**Run 1: layout detail**

Region (59, 40) to (109, 90) microns. Cells in gray, sequential cells in the stronger gray; small squares are vias.
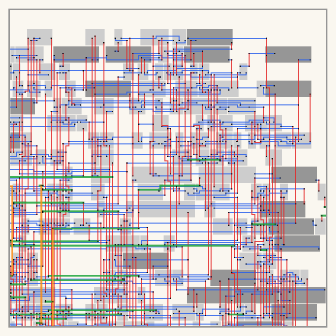
**Run 1: metal 3**

Drawn at 4 px/micron. Cells faint in the background.
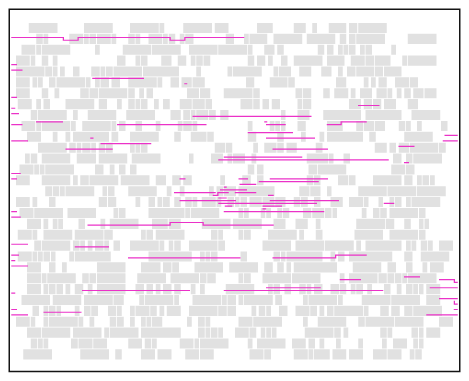
**Run 1: ports around the boundary**

Drawn at 3 px/micron. Pins as bars across the die edge, other pins in gray.
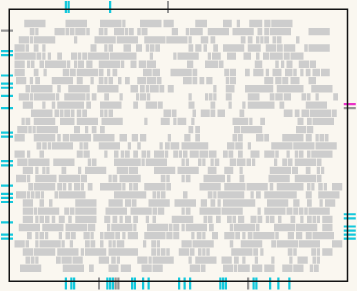
**Run 1: the metal 4 layer**

Drawn at 3 px/micron. Supply wires on this layer in gray. Cells faint in the background.
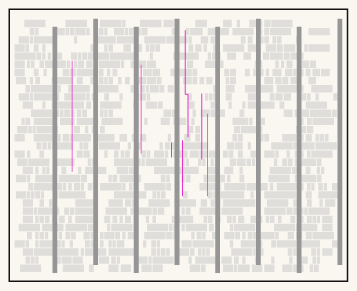
--- src/rtl/audio_pkg.sv ---
// Shared definitions for the serial audio blocks.
// Mode and FSM encodings plus a width helper.
package audio_pkg;

  localparam int MODE_I2S = 0;
  localparam int MODE_TDM = 1;

  typedef enum logic [1:0] {
    IDLE,
    SHIFT,
    PAD,
    WAIT
  } tx_state_t;

  // Counter width for values 0..v-1, never below 1.
  function automatic int clog2(input int v);
    int r;
    r = 1;
    for (int i = 1; i < 31; i++)
      if ((1 << i) < v) r = i + 1;
    return r;
  endfunction

endpackage

--- src/rtl/lrck_sync.sv ---
// LRCK delay flops and slot/frame start decode.
// Ports: sclk_in, rst, lrck_in -> frame_start_p, slot_start_p, chan_sel.
module lrck_sync
  import audio_pkg::*;
#(
  parameter int mode = MODE_I2S
) (
  input  logic sclk_in,
  input  logic rst,
  input  logic lrck_in,
  output logic frame_start_p,
  output logic slot_start_p,
  output logic chan_sel
);

  logic lrck_d1;
  logic lrck_d2;
  logic lrck_edge;

  always_ff @(posedge sclk_in) begin
    if (rst) begin
      lrck_d1 <= 1'b0;
      lrck_d2 <= 1'b0;
    end else begin
      lrck_d1 <= lrck_in;
      lrck_d2 <= lrck_d1;
    end
  end

  assign lrck_edge = lrck_d1 ^ lrck_d2;

  // I2S: falling edge opens ch0, any edge opens a slot.
  // TDM: only the rising edge matters.
  assign frame_start_p = lrck_edge &
    ((mode == MODE_TDM) ? lrck_d1 : ~lrck_d1);

  assign slot_start_p = (mode == MODE_TDM) ?
    frame_start_p : lrck_edge;

  assign chan_sel = lrck_d1;

endmodule

--- src/rtl/i2s_tdm_tx.sv ---
// I2S / TDM serial audio transmitter, clock and sync slave.
// Ports: sclk_in, rst, lrck_in, pdata_in/pvalid_in/pready_out,
//        sdata_out, underrun_out, frame_err_out.
module i2s_tdm_tx
  import audio_pkg::*;
#(
  parameter int sample_width = 24,
  parameter int slot_width   = 32,
  parameter int channels     = 2,
  parameter int mode         = MODE_I2S
) (
  input  logic                               sclk_in,
  input  logic                               rst,
  input  logic                               lrck_in,
  input  logic [channels*sample_width-1:0]   pdata_in,
  input  logic                               pvalid_in,
  output logic                               pready_out,
  output logic                               sdata_out,
  output logic                               underrun_out,
  output logic                               frame_err_out
);

  localparam int FW = channels * sample_width;
  localparam int BW = clog2(slot_width);
  localparam int CW = clog2(channels);

  localparam logic [BW-1:0] BIT_LAST  = BW'(slot_width - 1);
  localparam logic [BW-1:0] SAMP_LAST = BW'(sample_width - 1);
  localparam logic [CW-1:0] CH_LAST   = CW'(channels - 1);
  localparam logic          TDM       = (mode == MODE_TDM);

  logic frame_start_p;
  logic slot_start_p;
  logic chan_sel;

  lrck_sync #(
    .mode(mode)
  ) u_sync (
    .sclk_in      (sclk_in),
    .rst          (rst),
    .lrck_in      (lrck_in),
    .frame_start_p(frame_start_p),
    .slot_start_p (slot_start_p),
    .chan_sel     (chan_sel)
  );

  logic [FW-1:0] buf_q;
  logic          buf_full_q;
  logic [FW-1:0] act_q;
  logic [FW-1:0] act_n;
  tx_state_t     state_q;
  tx_state_t     state_n;
  logic [BW-1:0] bit_q;
  logic [BW-1:0] bit_n;
  logic [CW-1:0] ch_q;
  logic [CW-1:0] ch_n;
  logic          xfer;
  logic          in_flight;
  logic          slot_end;
  logic          frame_done;
  logic          unr_n;
  logic          err_n;
  logic          sd_bit;
  logic          sd_n;

  assign pready_out = ~buf_full_q;
  assign xfer       = pvalid_in & ~buf_full_q;

  // The registers describe the bit currently on sdata_out.
  // The counter runs through SHIFT and PAD, so the last
  // bit of a slot is always bit_q == BIT_LAST.
  assign in_flight  = (state_q == SHIFT) || (state_q == PAD);
  assign slot_end   = in_flight && (bit_q == BIT_LAST);
  assign frame_done = (bit_q == BIT_LAST) &&
                      (!TDM || (ch_q == CH_LAST));

  always_comb begin
    state_n = state_q;
    bit_n   = bit_q;
    ch_n    = ch_q;
    act_n   = act_q;
    unr_n   = 1'b0;
    err_n   = 1'b0;
    if (frame_start_p) begin
      state_n = SHIFT;
      bit_n   = '0;
      ch_n    = '0;
      act_n   = buf_full_q ? buf_q : '0;
      unr_n   = ~buf_full_q;
      err_n   = in_flight && !frame_done;
    end else if (slot_start_p && (state_q != IDLE)) begin
      // Only reachable in I2S: the rising edge opens ch1.
      state_n = SHIFT;
      bit_n   = '0;
      ch_n    = CW'(chan_sel);
      err_n   = in_flight && !frame_done;
    end else if (slot_end) begin
      bit_n = '0;
      if (TDM && (ch_q != CH_LAST)) begin
        state_n = SHIFT;
        ch_n    = ch_q + CW'(1);
      end else begin
        state_n = WAIT;
      end
    end else if (in_flight) begin
      bit_n = bit_q + BW'(1);
      if ((state_q == SHIFT) && (bit_q == SAMP_LAST))
        state_n = PAD;
    end
  end

  // Bit select from the next active frame, MSB first.
  always_comb begin
    sd_bit = 1'b0;
    for (int c = 0; c < channels; c++)
      for (int b = 0; b < sample_width; b++)
        if ((ch_n == CW'(c)) && (bit_n == BW'(b)))
          sd_bit = act_n[c*sample_width + sample_width - 1 - b];
  end

  assign sd_n = (state_n == SHIFT) && sd_bit;

  always_ff @(posedge sclk_in) begin
    if (rst) begin
      state_q       <= IDLE;
      bit_q         <= '0;
      ch_q          <= '0;
      act_q         <= '0;
      buf_q         <= '0;
      buf_full_q    <= 1'b0;
      sdata_out     <= 1'b0;
      underrun_out  <= 1'b0;
      frame_err_out <= 1'b0;
    end else begin
      state_q       <= state_n;
      bit_q         <= bit_n;
      ch_q          <= ch_n;
      act_q         <= act_n;
      sdata_out     <= sd_n;
      underrun_out  <= unr_n;
      frame_err_out <= err_n;
      // A full buffer blocks xfer, so the two never collide.
      if (frame_start_p && buf_full_q) begin
        buf_full_q <= 1'b0;
      end else if (xfer) begin
        buf_full_q <= 1'b1;
        buf_q      <= pdata_in;
      end
    end
  end

endmodule
--- config.mk ---
export PLATFORM = sky130hd
export DESIGN_NAME = i2s_tdm_tx
export DESIGN_NICKNAME = d
export VERILOG_FILES = /design/src/rtl/audio_pkg.sv /design/src/rtl/lrck_sync.sv /design/src/rtl/i2s_tdm_tx.sv
export SDC_FILE = /design/constraint.sdc
export NUM_CORES = 1
export LEC_CHECK = 0
export ABC_AREA = 0
export CORE_ASPECT_RATIO = 0.8
export CORE_MARGIN = 1
export CORE_UTILIZATION = 50
export DETAILED_ROUTE_END_ITERATION = 7
export PLACE_DENSITY_LB_ADDON = 0.05
export SLEW_MARGIN = 40
export SYNTH_ARGS = -nofsm -noshare
export SYNTH_HDL_FRONTEND = slang
export SYNTH_SLANG_ARGS = --single-unit
--- constraint.sdc ---
create_clock -name sclk_in -period 8.94 [get_ports sclk_in]
set_input_delay 2.235 -clock sclk_in [delete_from_list [all_inputs] [get_ports sclk_in]]
set_output_delay 2.235 -clock sclk_in [all_outputs]
set_load 0.1 [all_outputs]
==> impl_metrics.json, run 1 <==
{
  "pwr.group.combinational_uw": 124,
  "status": "finished, violations left",
  "synth_largest_type_area_fraction_pct": 45.31,
  "clk-power_uw": 465,
  "synth.top_cells.by_count": "nand2_1, dfxtp_1, a21oi_1",
  "design_area_sq_um": 5794,
  "remaining_drc_errors": 2,
  "violated_checks": "design-rule violations",
  "combinationalPowerShare_pct": 11.2,
  "cts-hold-fix-buffers": 0,
  "mapped_cell_area_sq_um": 4860,
  "report.power.total_uw": 1102,
  "area_growth_syn_to_layout_pct": 19.23,
  "grt_util_met1_pct": 34.92,
  "ctsRootBufferMaster": "clkbuf_16",
  "cts_tree": "yes",
  "netlist.top_cell.by_instances": "nand2_1",
  "worst_clock_skew_ns": 0.005962,
  "share_of_final_layout_standard_cells_stronger_than_drive_strength_1_pct": 6.006,
  "hold_path_end": "buf_q[9]",
  "clock.latency.late_pin_ns": 0.35,
  "r2r_slack_ns": 4.96,
  "power.switching_uw": 264.2,
  "enable_flop_cells": 0,
  "yosys_warnings": 0,
  "cp.depth": 13,
  "dr.max_layer_used": "met4",
  "worst-endpoint-required_ns": 9.16,
  "floorplan.core_area_sq_um": 9231,
  "power_of_the_sequential_group_uw": 513,
  "clk_pin_slew_ns": 0.07,
  "layout.non_clock_buffers": 62
}
-- 'layout detail' (at the start) --
legend:
  red:
    layer: met2
  orange:
    layer: met4
  blue:
    layer: met1
  green:
    layer: met3
netlist names of flops here include: act_q (6), bit_q (5), buf_q (2)
most frequent: nor2_1 (20), dfxtp_1 (18), a21oi_1 (12)
cells with their middle in the window: 159
sequential cells in the window: 18

-- 'metal 3' (at the start) --
main direction: horizontal
wire length on this layer: 707 microns
longest straight run: 42.3 microns
nets with wire on the layer: 57

-- 'ports around the boundary' (at the start) --
legend:
  magenta:
    port: frame_err_out
    pins: 1
    direction: output
    edge: right
  cyan:
    port: pdata_in
    pins: 48
    direction: input
    edge: 21 bottom, 18 left, 6 right, 3 top
all pins by edge: 25 bottom, 19 left, 8 right, 4 top
floorplan die height: 90.18 microns
Port Buffers: 55

-- 'the metal 4 layer' (at the start) --
nets with wire on the layer: 6
longest straight run: 36.7 microns
wire length on this layer: 174 microns
share of all routed wire: 1.4%
total via count in the routed design: 4483
Post-Route WL: 12510 microns

==> run 2, diff against run 1 <==
==> constraint.sdc (replaced) <==
create_clock -name sclk_in -period 4.15 [get_ports sclk_in]
set_input_delay 1.0375 -clock sclk_in [delete_from_list [all_inputs] [get_ports sclk_in]]
set_output_delay 1.0375 -clock sclk_in [all_outputs]
set_load 0.1 [all_outputs]
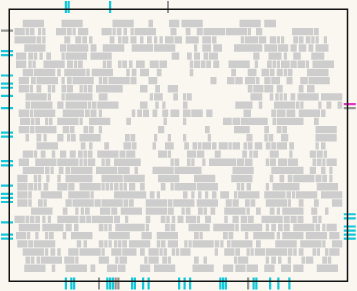
**Above:** run 2 (ports around the boundary).
Drawn at 3 px/micron. Pins as bars across the die edge, other pins in gray.
legend:
  magenta:
    port: frame_err_out
    pins: 1
    direction: output
    edge: right
  cyan:
    port: pdata_in
    pins: 48
    direction: input
    edge: 21 bottom, 18 left, 6 right, 3 top
all pins by edge: 25 bottom, 19 left, 8 right, 4 top
Die X: 112.2 microns

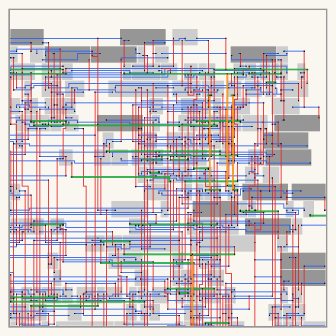
**Above:** run 2 (layout detail).
Region (59, 40) to (109, 90) microns. Cells in gray, sequential cells in the stronger gray; small squares are vias.
legend:
  blue:
    layer: met1
  red:
    layer: met2
  green:
    layer: met3
  orange:
    layer: met4
cells with their middle in the window: 154
netlist names of flops here include: bit_q (5), act_q (3), state_q (2)
most frequent: nor2_1 (20), dfxtp_1 (15), a21oi_1 (11)
sequential cells in the window: 15

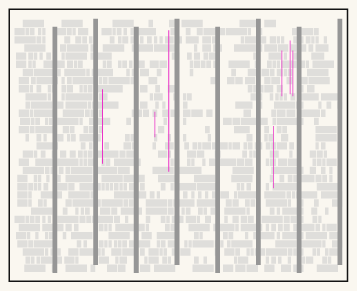
**Above:** run 2 (the metal 4 layer).
Drawn at 3 px/micron. Supply wires on this layer in gray. Cells faint in the background.
longest straight run: 46.9 microns
wire length on this layer: 148 microns
nets with wire on the layer: 6
share of all routed wire: 1.2%

==> run 2 against run 1 <==
Effect of this change: the run still ends with design-rule violations left; worst hold slack gained 0.0024 ns; via count is 0.11% higher; synthesized area stayed put; critical path type unchanged; critical endpoint unchanged; highest routed layer unchanged.
==> impl_metrics.json, run 2 <==
{
  "port_buffers": 55,
  "grt_util_met1_pct": 36.69,
  "cts-hold-fix-buffers": 0,
  "hold_path_end": "buf_q[35]",
  "remaining_drc_errors": 2,
  "r2r_slack_ns": 0.48,
  "synth.top_cells.by_count": "nand2_1, dfxtp_1, a21oi_1",
  "worst_clock_skew_ns": 0.005598,
  "worst-endpoint-required_ns": 4.37,
  "layout.non_clock_buffers": 67,
  "pwr.group.combinational_uw": 267,
  "design_area_sq_um": 5812,
  "floorplan.core_area_sq_um": 9231,
  "netlist.top_cell.by_instances": "nand2_1",
  "route.final.wire_length_microns": 12770,
  "status": "finished, violations left",
  "enable_flop_cells": 0,
  "violated_checks": "design-rule violations",
  "ctsRootBufferMaster": "clkbuf_16",
  "area_growth_syn_to_layout_pct": 19.59,
  "num_vias": 4488,
  "cts_tree": "yes",
  "mapped_cell_area_sq_um": 4860
}
